**Run 1: where the registers sit**

Bar = 20 µm. Other sequential cells in the stronger gray, the rest of the logic in the fainter gray.
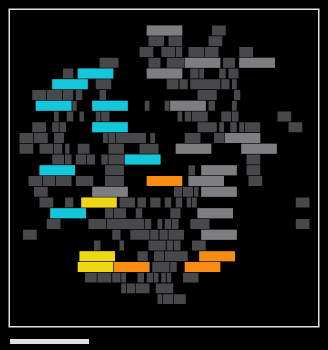
**Run 1: routed clock nets over the placement**

Bar = 20 µm.
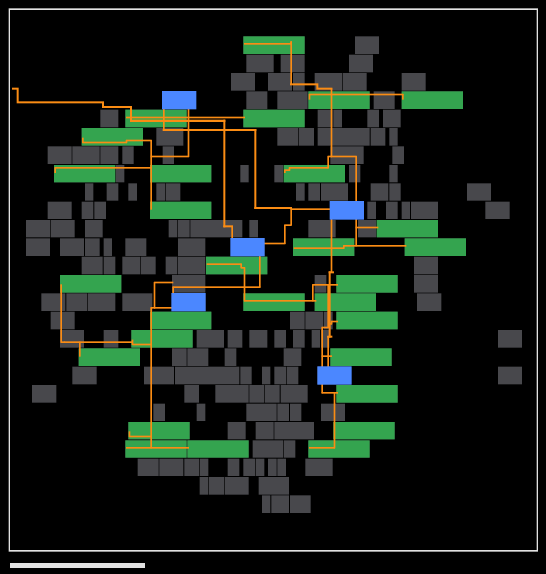
**Run 1: placed cells, one color a class**

Bar = 20 µm.
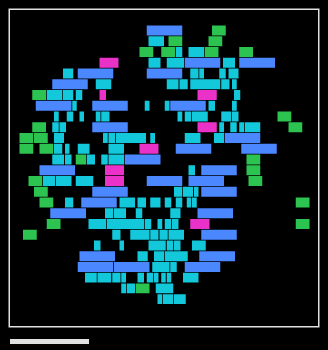
### src/rtl/bist_pkg.sv
// Shared definitions for the BIST run-control sequencer and controller.
// State encoding, default window lengths and signature width.
package bist_pkg;

  typedef enum logic [2:0] {
    IDLE  = 3'd0,
    INIT  = 3'd1,
    RUN   = 3'd2,
    CHECK = 3'd3,
    DONE  = 3'd4
  } state_t;

  localparam int INIT_CYCLES_DEF   = 2;
  localparam int PATTERN_COUNT_DEF = 8;
  localparam int CHECK_CYCLES_DEF  = 2;
  localparam int SIG_W             = 4;

  function automatic int max3(input int a, input int b, input int c);
    int m;
    m = (a > b) ? a : b;
    return (m > c) ? m : c;
  endfunction

endpackage

### src/rtl/bist_sequencer_if.sv
// Handshake/status bundle between the BIST sequencer and its host.
// master is the sequencer side, slave the host side.
interface bist_sequencer_if #(
  parameter int CNT_W = 8
);

  logic             bist_start;
  logic             bist_abort;
  logic             fault_detected;
  logic             testmode;
  logic             core_reset;
  logic             busy;
  logic             done;
  logic             pass;
  logic             aborted;
  logic [CNT_W-1:0] run_count;
  logic [CNT_W-1:0] fail_count;

  modport master (
    input  bist_start, bist_abort, fault_detected,
    output testmode, core_reset, busy, done,
    output pass, aborted, run_count, fail_count
  );

  modport slave (
    output bist_start, bist_abort, fault_detected,
    input  testmode, core_reset, busy, done,
    input  pass, aborted, run_count, fail_count
  );

endinterface

### src/rtl/bist_sat_counter.sv
// Saturating up-counter with asynchronous active-high reset.
module bist_sat_counter #(
  parameter int W = 8
) (
  input  logic         clock,
  input  logic         reset,
  input  logic         inc,
  output logic [W-1:0] count
);

  always_ff @(posedge clock or posedge reset) begin
    if (reset) begin
      count <= '0;
    end else if (inc && (count != '1)) begin
      count <= count + W'(1);
    end
  end

endmodule

### src/rtl/bist_sequencer.sv
// Run-control FSM in front of the BIST controller: start, timed windows,
// end-of-run fault sampling, sticky status and saturating counters.
module bist_sequencer
  import bist_pkg::*;
#(
  parameter int INIT_CYCLES   = INIT_CYCLES_DEF,
  parameter int PATTERN_COUNT = PATTERN_COUNT_DEF,
  parameter int CHECK_CYCLES  = CHECK_CYCLES_DEF,
  parameter int CNT_W         = 8
) (
  input logic              clock,
  input logic              reset,
  bist_sequencer_if.master bus
);

  localparam int CMAX = max3(INIT_CYCLES, PATTERN_COUNT, CHECK_CYCLES);
  localparam int CW   = $clog2(CMAX + 1);

  state_t        state;
  logic [CW-1:0] cnt;
  logic          last;
  logic          active;
  logic          stop;
  logic          run_inc;
  logic          fail_inc;

  assign last     = (cnt == '0);
  assign active   = (state == INIT) || (state == RUN) || (state == CHECK);
  assign stop     = active && bus.bist_abort;
  assign run_inc  = (state == DONE);
  assign fail_inc = (state == CHECK) && last && !stop && bus.fault_detected;

  // Outputs are registered from the current state, so they trail it by one edge.
  always_ff @(posedge clock or posedge reset) begin
    if (reset) begin
      state          <= IDLE;
      cnt            <= '0;
      bus.testmode   <= 1'b0;
      bus.core_reset <= 1'b0;
      bus.busy       <= 1'b0;
      bus.done       <= 1'b0;
      bus.pass       <= 1'b0;
      bus.aborted    <= 1'b0;
    end else begin
      bus.testmode   <= active;
      bus.core_reset <= (state == INIT);
      bus.busy       <= (state != IDLE);
      bus.done       <= (state == DONE);
      unique case (state)
        IDLE: begin
          if (bus.bist_start && !bus.bist_abort) begin
            state       <= INIT;
            cnt         <= CW'(INIT_CYCLES - 1);
            bus.pass    <= 1'b0;
            bus.aborted <= 1'b0;
          end
        end
        INIT: begin
          if (last) begin
            state <= RUN;
            cnt   <= CW'(PATTERN_COUNT - 1);
          end else begin
            cnt <= cnt - CW'(1);
          end
        end
        RUN: begin
          if (last) begin
            state <= CHECK;
            cnt   <= CW'(CHECK_CYCLES - 1);
          end else begin
            cnt <= cnt - CW'(1);
          end
        end
        CHECK: begin
          if (last) begin
            state    <= DONE;
            bus.pass <= !bus.fault_detected;
          end else begin
            cnt <= cnt - CW'(1);
          end
        end
        DONE: begin
          state <= IDLE;
        end
        default: begin
          state <= IDLE;
        end
      endcase
      if (stop) begin
        state          <= IDLE;
        cnt            <= '0;
        bus.testmode   <= 1'b0;
        bus.core_reset <= 1'b0;
        bus.busy       <= 1'b0;
        bus.pass       <= 1'b0;
        bus.aborted    <= 1'b1;
      end
    end
  end

  bist_sat_counter #(.W(CNT_W)) u_run_cnt (
    .clock (clock),
    .reset (reset),
    .inc   (run_inc),
    .count (bus.run_count)
  );

  bist_sat_counter #(.W(CNT_W)) u_fail_cnt (
    .clock (clock),
    .reset (reset),
    .inc   (fail_inc),
    .count (bus.fail_count)
  );

endmodule

### src/flat_wrapper.sv
// flat-port wrapper written by rule: the top's interface ports become plain ports
module bist_sequencer_flat import bist_pkg::*;
#(
  parameter int INIT_CYCLES   = INIT_CYCLES_DEF,
  parameter int PATTERN_COUNT = PATTERN_COUNT_DEF,
  parameter int CHECK_CYCLES  = CHECK_CYCLES_DEF,
  parameter int CNT_W         = 8
)
  (clock, reset, bus_bist_start, bus_bist_abort, bus_fault_detected, bus_testmode, bus_core_reset, bus_busy, bus_done, bus_pass, bus_aborted, bus_run_count, bus_fail_count);
  bist_sequencer_if #(.CNT_W(CNT_W)) bus_i ();
  input logic clock;
  input logic reset;
  input wire logic [$bits(bus_i.bist_start)-1:0] bus_bist_start;
  input wire logic [$bits(bus_i.bist_abort)-1:0] bus_bist_abort;
  input wire logic [$bits(bus_i.fault_detected)-1:0] bus_fault_detected;
  output wire logic [$bits(bus_i.testmode)-1:0] bus_testmode;
  output wire logic [$bits(bus_i.core_reset)-1:0] bus_core_reset;
  output wire logic [$bits(bus_i.busy)-1:0] bus_busy;
  output wire logic [$bits(bus_i.done)-1:0] bus_done;
  output wire logic [$bits(bus_i.pass)-1:0] bus_pass;
  output wire logic [$bits(bus_i.aborted)-1:0] bus_aborted;
  output wire logic [$bits(bus_i.run_count)-1:0] bus_run_count;
  output wire logic [$bits(bus_i.fail_count)-1:0] bus_fail_count;
  assign bus_i.bist_start = bus_bist_start;
  assign bus_i.bist_abort = bus_bist_abort;
  assign bus_i.fault_detected = bus_fault_detected;
  assign bus_testmode = bus_i.testmode;
  assign bus_core_reset = bus_i.core_reset;
  assign bus_busy = bus_i.busy;
  assign bus_done = bus_i.done;
  assign bus_pass = bus_i.pass;
  assign bus_aborted = bus_i.aborted;
  assign bus_run_count = bus_i.run_count;
  assign bus_fail_count = bus_i.fail_count;
  bist_sequencer #(.INIT_CYCLES(INIT_CYCLES), .PATTERN_COUNT(PATTERN_COUNT), .CHECK_CYCLES(CHECK_CYCLES), .CNT_W(CNT_W)) u_core (.clock(clock), .reset(reset), .bus(bus_i));
endmodule
### config.mk
export PLATFORM = sky130hd
export DESIGN_NAME = bist_sequencer_flat
export DESIGN_NICKNAME = d
export VERILOG_FILES = /design/src/rtl/bist_pkg.sv /design/src/rtl/bist_sequencer_if.sv /design/src/rtl/bist_sat_counter.sv /design/src/rtl/bist_sequencer.sv /design/src/flat_wrapper.sv
export SDC_FILE = /design/constraint.sdc
export NUM_CORES = 1
export LEC_CHECK = 0
export CAP_MARGIN = 10
export CORE_AREA = 2 2 76 78
export CTS_CLUSTER_SIZE = 28
export DETAILED_ROUTE_END_ITERATION = 7
export DIE_AREA = 0 0 78 80
export PLACE_DENSITY = 0.53
export SLEW_MARGIN = 20
export SYNTH_ARGS = -nofsm -noshare
export SYNTH_HDL_FRONTEND = slang
export SYNTH_HIERARCHICAL = 1
export SYNTH_SLANG_ARGS = --single-unit
### constraint.sdc
create_clock -name clock -period 2.7 [get_ports clock]
set_input_delay 0.405 -clock clock [delete_from_list [all_inputs] [get_ports clock]]
set_output_delay 0.405 -clock clock [all_outputs]
set_load 0.005 [all_outputs]
==> results.txt, run 1 <==
fresh numbers from the pnr run: outcome finished, final reports clean, combinational share of cell area 0.402, routability congestion estimate 0.800, Total GRT Usage 0.120, Flops after synth 29, final hold vios 0, count of clock tree sinks 29, synthesized net count 157, Post-synth ARST share 1.00, yosys cell count 148, Fillers 553, count of different cell masters after synthesis 45, post-CTS setup buffer count 0, sequential fraction of total cell area 0.359, Slew @ Worst Pin 0.495 ns, initial drt markers 80, max cap viols 0, crit path DRT 2.86 ns, proportion of cell area spent on the clock network 0.0502, hold_ws 0.445 ns, Crit. End Element flip-flop, Synth top cells by count 29 x dfrtp_1, 12 x nand2_1, 8 x a21oi_1, 8 x nor2_1, 8 x nor3_1, Pins Over Slew Limit 0, DR pass1 iterations 4, Cells after Synth 148, ant diodes 0, count leader, synth dfrtp_1, Overall Power 1350 µW, Worst Path Max Fanout 4, wire per inst 13.8 µm, R2R depth 8, PortBufs 26, FF-to-FF setup slack 0.56 ns, crit path DAT 2.30 ns, clk buf depth 2, Util after Layout 0.374, peak supply drop 0.373 mV, Max-area cell share 0.455, htree depth 2, EDFF count, synth 0, Final min period 2.14 ns, Power Dens Cells 669 nW/µm², largest class logic gates, top_reg_cell synth dfrtp_1, DPL Wire Length 2.52 mm, GRT Residual Overflow 0, I/O pin count 27, most common logic cells in the final layout 29 x dfrtp_1, 26 x clkdlybuf4s50_1, 12 x nand2_1, Hold Crit Class input pin to async pin, clk latency late pin 0.28 ns, DP Area 1920 µm², Num CTS Buffers 5, Leakage 0.000856 µW, fin nets 187, Yosys top cell by area dfrtp_1, Slew HR 0.669, Design Area, Final 2020 µm², Post-CTS Hold Buffers 0, Comb area 813 µm², WL final 3.48 mm, Worst path slowest cell dfrtp_1, setup TNS 0 ns, # clk buffers 7, tool warnings 27, Largest stage delay, worst path 0.42 ns, first-pass GRT wire length 5.97 mm, Root Driver clkbuf_8, # DRC 0, share of cells above drive strength 1 0.128, Seq Cell Count 29, initial cell density of the core 0.295, Synth warnings 6, RSZ-0062 raised after global routing false, CP Cell Sequence inv_1, ha_1, and4bb_4, nor3b_2, and2_1, nand3_1, nor3_1, mux2_1, Core Region 5410 µm², DIE WIDTH 78 µm, Signal inverters 6, YS chip area 1590 µm², register area share after synthesis 0.455, routed vias/inst 5.08, reg2reg end u_core/u_fail_cnt/count[7], WS Path Type flip-flop to flip-flop, CTS tree built, Tcrit/Tclk final 0.792, area grow syn2layout 26.8%, Critical R2R Launch u_core/cnt[0], largest net degree at the start of global routing 14, Die Size 6240 µm², Worst setup SP type flip-flop, Via Count 1276, # Taps 72, die height 80 µm, PostCTS Resize Cnt 0
-- 'where the registers sit' (at the start) --
netlist name	color	flops
u_core/state	yellow	3
u_core/cnt	orange	4
u_core/u_fail_cnt/count	cyan	8

-- 'routed clock nets over the placement' (at the start) --
[clock wires] orange | length: 451 µm
[flip-flops] green | count: 29
[clock-net drivers] blue | count: 5
routed clock nets	6

-- 'placed cells, one color a class' (at the start) --
class	color	cells
clock drivers and dummy loads	magenta	8
remaining buffers and delay cells	green	27
registers	blue	29
remaining logic cells	cyan	115

## run 1: cells by family (layout without fill, tap and decap cells)
kind of cell,Yosys count,after routing,share of synthesized area
adders and majority gates,4,4,0.0314
muxes,10,10,0.0699
buffers and inverters,10,41,0.0345
xor gates and xnor gates,3,3,0.0165
AOI/OAI and AO/OA,34,34,0.167
and+or+nand+nor,58,58,0.225
DFF,29,29,0.455
## run 1: sequential cells by signal, indices dropped and copies added, names as in the netlist
name	cells
u_core/bus.core_reset	1
u_core/bus.aborted	1
u_core/cnt	4
u_core/bus.pass	1
u_core/bus.done	1
u_core/bus.testmode	1
u_core/u_run_cnt/count	8
u_core/u_fail_cnt/count	8
u_core/bus.busy	1
u_core/state	3
## run 1: worst max-delay path by stage
stage	start	end	cells past startpoint
finish	u_core/cnt[0]	u_core/u_fail_cnt/count[7]	8
floorplan	u_core/cnt[0]	u_core/u_fail_cnt/count[7]	8
detailed placement	bus_bist_abort	u_core/bus.pass	5
global placement	bus_bist_abort	u_core/bus.pass	5
global route	u_core/cnt[0]	u_core/u_fail_cnt/count[7]	8
CTS	u_core/cnt[0]	u_core/u_fail_cnt/count[7]	8
## run 1: power breakdown
group	internal [µW]	switching, µW	total, µW
clock network	230	169	400
registers	494	77.6	572
logic	194	186	380
total	918	433	1350
## run 1: worst max-delay path, delay by kind of cell, from the launching register on
kind / cells / cell delay, ns
fa+ha+maj: 1 / 0.18
buf+inv: 1 / 0.10
mux: 1 / 0.34
simple gates: 5 / 0.98
flops: 1 / 0.42
## run 1: metal layers
layer  share of wire  vias up  track usage
met4           0.010        0       0.0491
li1                -      609            -
met1            0.48      622        0.157
met2            0.46       39        0.183
met5               0        -            0
met3           0.051        6       0.0396
**Run 1: gate-type map**

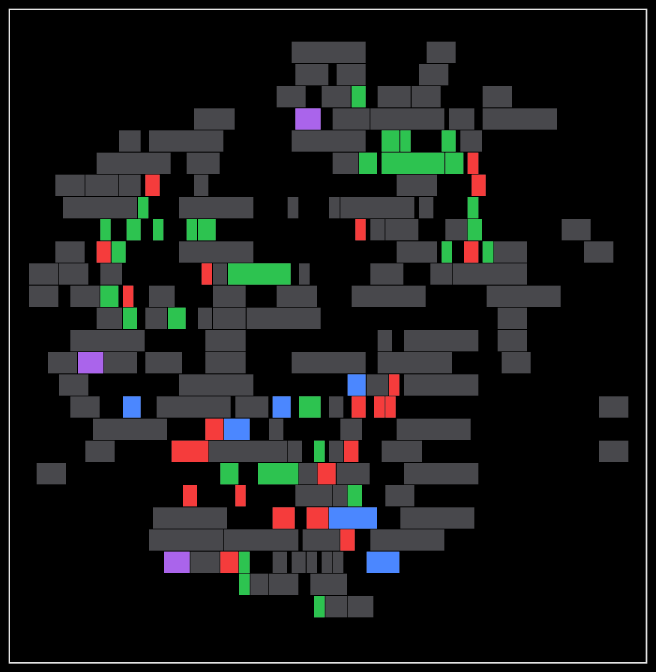

==> run 2: changes to the inputs <==
==> constraint.sdc (replaced) <==
create_clock -name clock -period 2.25 [get_ports clock]
set_input_delay 0.3375 -clock clock [delete_from_list [all_inputs] [get_ports clock]]
set_output_delay 0.3375 -clock clock [all_outputs]
set_load 0.005 [all_outputs]
**Run 2: gate-type map**

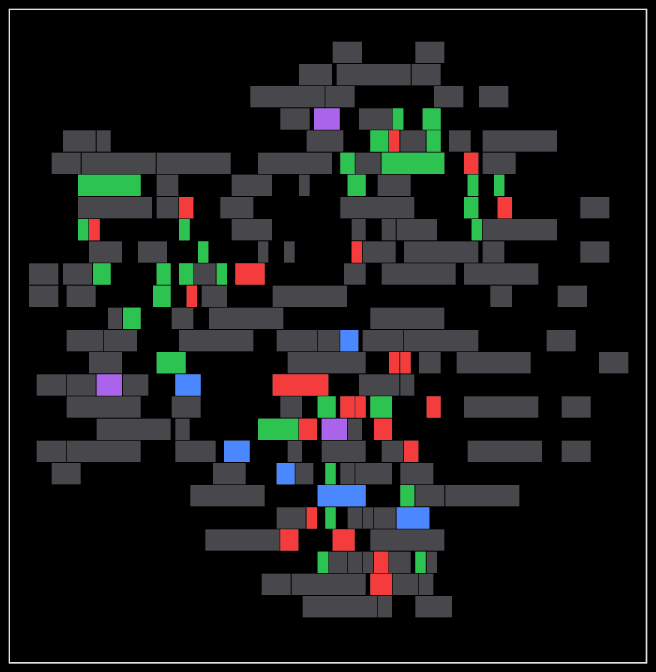
family	color	cells
xor and xnor cells	purple	3
nand cells	green	30
and/or cells	blue	6
nor cells	red	22

**Run 2: track usage over the die**

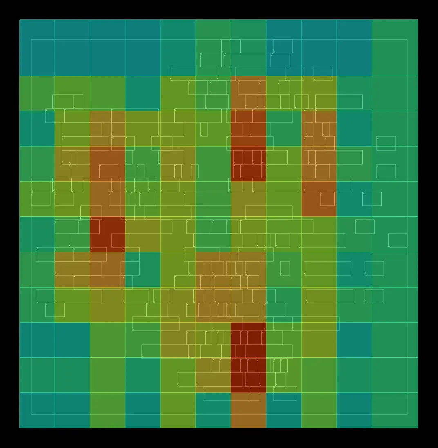
met2 usage: 0.209
Util after Layout: 0.383
grt peak-use layer: met2
GR Util met3: 0.0441

==> run 2 against run 1 <==
Effect of this change:
- flip-flop count did not move
- synthesized cell count unchanged
- total power rose by 21%
- critical path depth is the same
- count of clock-buffer cells in the layout stayed put
- die size did not move
- global-route usage rose by 0.44 points
- routed wire length rose by 2.0%
- critical path type unchanged
- largest cell class unchanged
- highest routed layer unchanged
==> results.txt, run 2 <==
fresh numbers from the pnr run: outcome finished, final reports clean, metal3 WL 214 µm, YS chip area 1590 µm², reg2reg end u_core/u_fail_cnt/count[7], area grow syn2layout 30.0%, fin nets 191, FF-to-FF setup slack 0.12 ns, share of cells above drive strength 1 0.169, Synth top cells by count 29 x dfrtp_1, 12 x nand2_1, 8 x a21oi_1, 8 x nor2_1, 8 x nor3_1, register area share after synthesis 0.455, # DRC 0, yosys cell count 148, clk latency late pin 0.28 ns, EDFF count, synth 0, grt met1 use 0.142, CTS tree built, Pins Over Slew Limit 0, WL final 3.55 mm, crit path buf inv count 1, met2 wire length 1.75 mm, initial cell density of the core 0.295, top sig layer met4, wire per inst 13.9 µm, Largest stage delay, worst path 0.41 ns, Power Dens Cells 786 nW/µm², Root Driver clkbuf_8, WS Path Type flip-flop to flip-flop, Crit. End Element flip-flop, Yosys top cell by area dfrtp_1, Cells after Synth 148, PostCTS Resize Cnt 0, crit path DAT 2.28 ns, Num CTS Buffers 5, DP Area 1950 µm², crit path DRT 2.40 ns, post-CTS setup buffer count 0, Slew @ Worst Pin 0.490 ns, tool warnings 27, routed vias/inst 5.02, R2R depth 8, DR pass1 iterations 5, CP Cell Sequence inv_1, ha_2, and4bb_4, nor3b_4, and2_4, nand3_2, nor3_2, mux2_1, Die Size 6240 µm², delay-heaviest family, CP simple AND/OR/NAND/NOR gates, Worst Path Max Fanout 4, Via Count 1280, first-pass GRT wire length 6.07 mm, DPL Wire Length 2.68 mm, PortBufs 26, top_reg_cell synth dfrtp_1, Worst setup startpoint u_core/cnt[0], Max-area cell share 0.455, DIE WIDTH 78 µm, final hold vios 0, htree depth 2, Leakage 0.000884 µW, Post-synth ARST share 1.00, clk buf depth 2, Crit path depth 8, GRT Residual Overflow 0, Critical Path Sink u_core/u_fail_cnt/count[7], Total GRT Usage 0.124, Slew HR 0.673, Final min period 2.13 ns, most common logic cells in the final layout 29 x dfrtp_1, 26 x clkdlybuf4s50_1, 12 x nand2_1, 8 x a21oi_1, 8 x nor2_1, Flops after synth 29
[run 2: per-stage QoR]
step	power [µW]	setup slack [ns]
3_5_place_dp	1160	0.0870
6_report	1630	0.118
3_3_place_gp	1140	0.249
4_1_cts	1640	0.0657
5_1_grt	1740	-0.00506
2_1_floorplan	1010	0.219
[run 2: cells by family (layout without fill, tap and decap cells)]
family,after synthesis,after routing,share of synthesized area
compound gates,34,34,0.167
xor+xnor,3,3,0.0165
fa+ha+maj,4,4,0.0314
buf+inv,10,45,0.0345
flops,29,29,0.455
mux,10,10,0.0699
simple gates,58,58,0.225
[run 2: how the worst min path moves through the flow]
| stage | start | end | cells after the start | slack [ns] |
|---|---|---|---|---|
| after floorplan | reset | u_core/u_fail_cnt/count[0] | 1 | 0.15 |
| after global placement | u_core/u_run_cnt/count[6] | u_core/u_run_cnt/count[6] | 1 | 0.50 |
| after detailed placement | u_core/bus.pass | u_core/bus.pass | 1 | 0.51 |
| after CTS | reset | u_core/u_run_cnt/count[4] | 2 | 0.39 |
| after global routing | reset | u_core/u_run_cnt/count[2] | 2 | 0.41 |
| final | reset | u_core/u_fail_cnt/count[5] | 2 | 0.37 |
[run 2: power breakdown]
group / switching [µW] / internal (µW)
logic: 240 / 246
registers: 82.0 / 593
clock network: 192 / 276
total: 514 / 1120
[run 2: layout make-up]
| cell class | instances | area [µm²] | area share |
|---|---|---|---|
| clock buffers | 7 | 96.3 | 0.0465 |
| clock inverters | 1 | 5.00 | 0.00242 |
| inverters | 6 | 22.5 | 0.0109 |
| multi-input cells | 109 | 835 | 0.403 |
| flip-flops and latches | 29 | 726 | 0.350 |
| well taps | 72 | 90.1 | 0.0435 |
| repair buffers | 31 | 298 | 0.144 |
==> run 3: changes to the inputs <==
--- a/config.mk
+++ b/config.mk
@@ -5,11 +5,10 @@
 export SDC_FILE = /design/constraint.sdc
 export NUM_CORES = 1
 export LEC_CHECK = 0
-export CAP_MARGIN = 10
 export CORE_AREA = 2 2 76 78
-export CTS_CLUSTER_SIZE = 28
 export DETAILED_ROUTE_END_ITERATION = 7
 export DIE_AREA = 0 0 78 80
+export HOLD_SLACK_MARGIN = 0.08
 export PLACE_DENSITY = 0.53
 export SLEW_MARGIN = 20
 export SYNTH_ARGS = -nofsm -noshare
**Run 3: gate-type map**

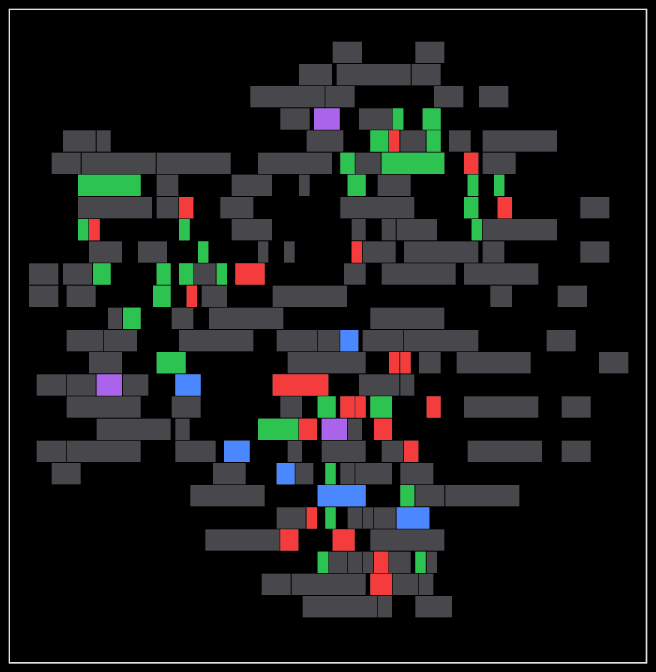
family	color	cells
nand cells	green	30
xor and xnor cells	purple	3
nor cells	red	22
and/or cells	blue	6

**Run 3: where the registers sit**

Bar = 20 µm. Other sequential cells in the stronger gray, the rest of the logic in the fainter gray.
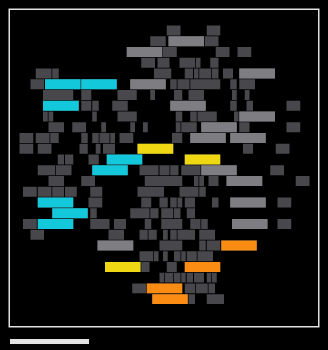
netlist name	color	flops
u_core/u_fail_cnt/count	cyan	8
u_core/cnt	orange	4
u_core/state	yellow	3
not colored	14

==> run 3 against run 2 <==
Effect of this change:
- die size stayed put
- hold slack stayed put
- sequential power hardly changed
- largest power group unchanged
- routed wire length stayed put
- highest routed layer unchanged
- combinational power hardly changed
- fmax stayed put
- flip-flop count stayed put
- utilization stayed put
==> results.txt, run 3 <==
fresh numbers from the pnr run: outcome finished, final reports clean, most common logic cells in the final layout 29 x dfrtp_1, 26 x clkdlybuf4s50_1, 12 x nand2_1, 8 x a21oi_1, 8 x nor2_1, area fraction in compound gates 0.167, EDFF count, synth 0, I/O pin count 27, Die Size 6240 µm², htree depth 2, final hold vios 0, crit path buf inv count 1, WL final 3.55 mm, DIE WIDTH 78 µm, Worst path slowest cell dfrtp_1, Total GRT Usage 0.124, Post-Place Worst Slack 0.0870 ns, Main logic family simple AND/OR/NAND/NOR gates, YS chip area 1590 µm², max cap viols 0, post-CTS setup buffer count 0, ant diodes 0, count of clock tree sinks 29, # DRC 0, DR pass1 iterations 5, Power Dens Cells 786 nW/µm², Root Driver clkbuf_8, crit path DRT 2.40 ns, xor and xnor area share after synthesis 0.0165, initial cell density of the core 0.295, DP Area 1950 µm², setup TNS 0 ns, Post-CTS Hold Buffers 0, Worst Path Max Fanout 4, Cells after Synth 148, PortBufs 26, Hold Crit Class input pin to async pin, first-pass GRT wire length 6.07 mm, met2 wire length 1.75 mm, register area share after synthesis 0.455, Post-synth ARST share 1.00, metal3 WL 214 µm, top flop regs u_core/u_fail_cnt/count x8, u_core/u_run_cnt/count x8, u_core/cnt x4, Synth warnings 6, Slew HR 0.673, Leakage 0.000884 µW, Met1 Wirelength 1.51 mm, initial drt markers 112, routability congestion estimate 0.804, top_reg_cell synth dfrtp_1, count of different cell masters after synthesis 45, wire per inst 13.9 µm, Max-area cell share 0.455, Slew @ Worst Pin 0.490 ns, CTS tree built, top sig layer met4, final worst setup slack 0.118 ns, synthesized net count 157, routed vias/inst 5.02, Fillers 551, Tcrit/Tclk final 0.948, CP Cell Sequence inv_1, ha_2, and4bb_4, nor3b_4, and2_4, nand3_2, nor3_2, mux2_1, tool warnings 27, Worst setup SP type flip-flop, DPL Wire Length 2.68 mm, GRT Residual Overflow 0, Crit. End Element flip-flop
run 3: cell counts after synthesis:
Identical to the previous run, type by type.
run 3: metrics by stage:
stage                     total power (µW)  hold slack [ns]   util
after floorplan                       1010            0.153      -
after global placement                1140            0.499  0.361
final                                 1630            0.372  0.383
after CTS                             1640            0.389  0.379
after global routing                  1740            0.411  0.383
after detailed placement              1160            0.511  0.361
run 3: path summary, 6_finish.rpt:
path                                                   end  slack [ns]  depth (start not counted)                       from
worst max-delay path            u_core/u_fail_cnt/count[7]        0.12                          8              u_core/cnt[0]
worst min-delay path            u_core/u_fail_cnt/count[5]        0.37                          2                      reset
worst max register to register  u_core/u_fail_cnt/count[7]        0.12                          8              u_core/cnt[0]
worst min register to register   u_core/u_run_cnt/count[6]        0.52                          1  u_core/u_run_cnt/count[6]
max in group asynchronous                  u_core/bus.pass        1.47                          2                      reset
min in group clock               u_core/u_run_cnt/count[6]        0.52                          1  u_core/u_run_cnt/count[6]
run 3: layer usage:
layer,GRT usage,up-vias
li1,-,617
met1,0.142,622
met2,0.209,33
met3,0.0441,8
met4,0.0561,0
met5,0,-
run 3: layout make-up:
cell class | count | area, µm² | area share
clock buffer | 7 | 96.3 | 0.0465
tap | 72 | 90.1 | 0.0435
sequential | 29 | 726 | 0.350
inverter | 6 | 22.5 | 0.0109
timing repair buffer | 31 | 298 | 0.144
multi-input combinational | 109 | 835 | 0.403
clock inverter | 1 | 5.00 | 0.00242
run 3: repair_timing:
item	CTS	global route
endpoints found under the hold margin	0	0
resized	0	5
setup endpoints to repair	0	1
run 3: power breakdown:
part / leakage [µW] / switching [µW] / total [µW] / internal, µW
Clock: 0.0000542 / 192 / 468 / 276
Combinational: 0.000434 / 240 / 486 / 246
Sequential: 0.000395 / 82.0 / 675 / 593
Total: 0.000884 / 514 / 1630 / 1120
Power and IR drop assume default switching activity.
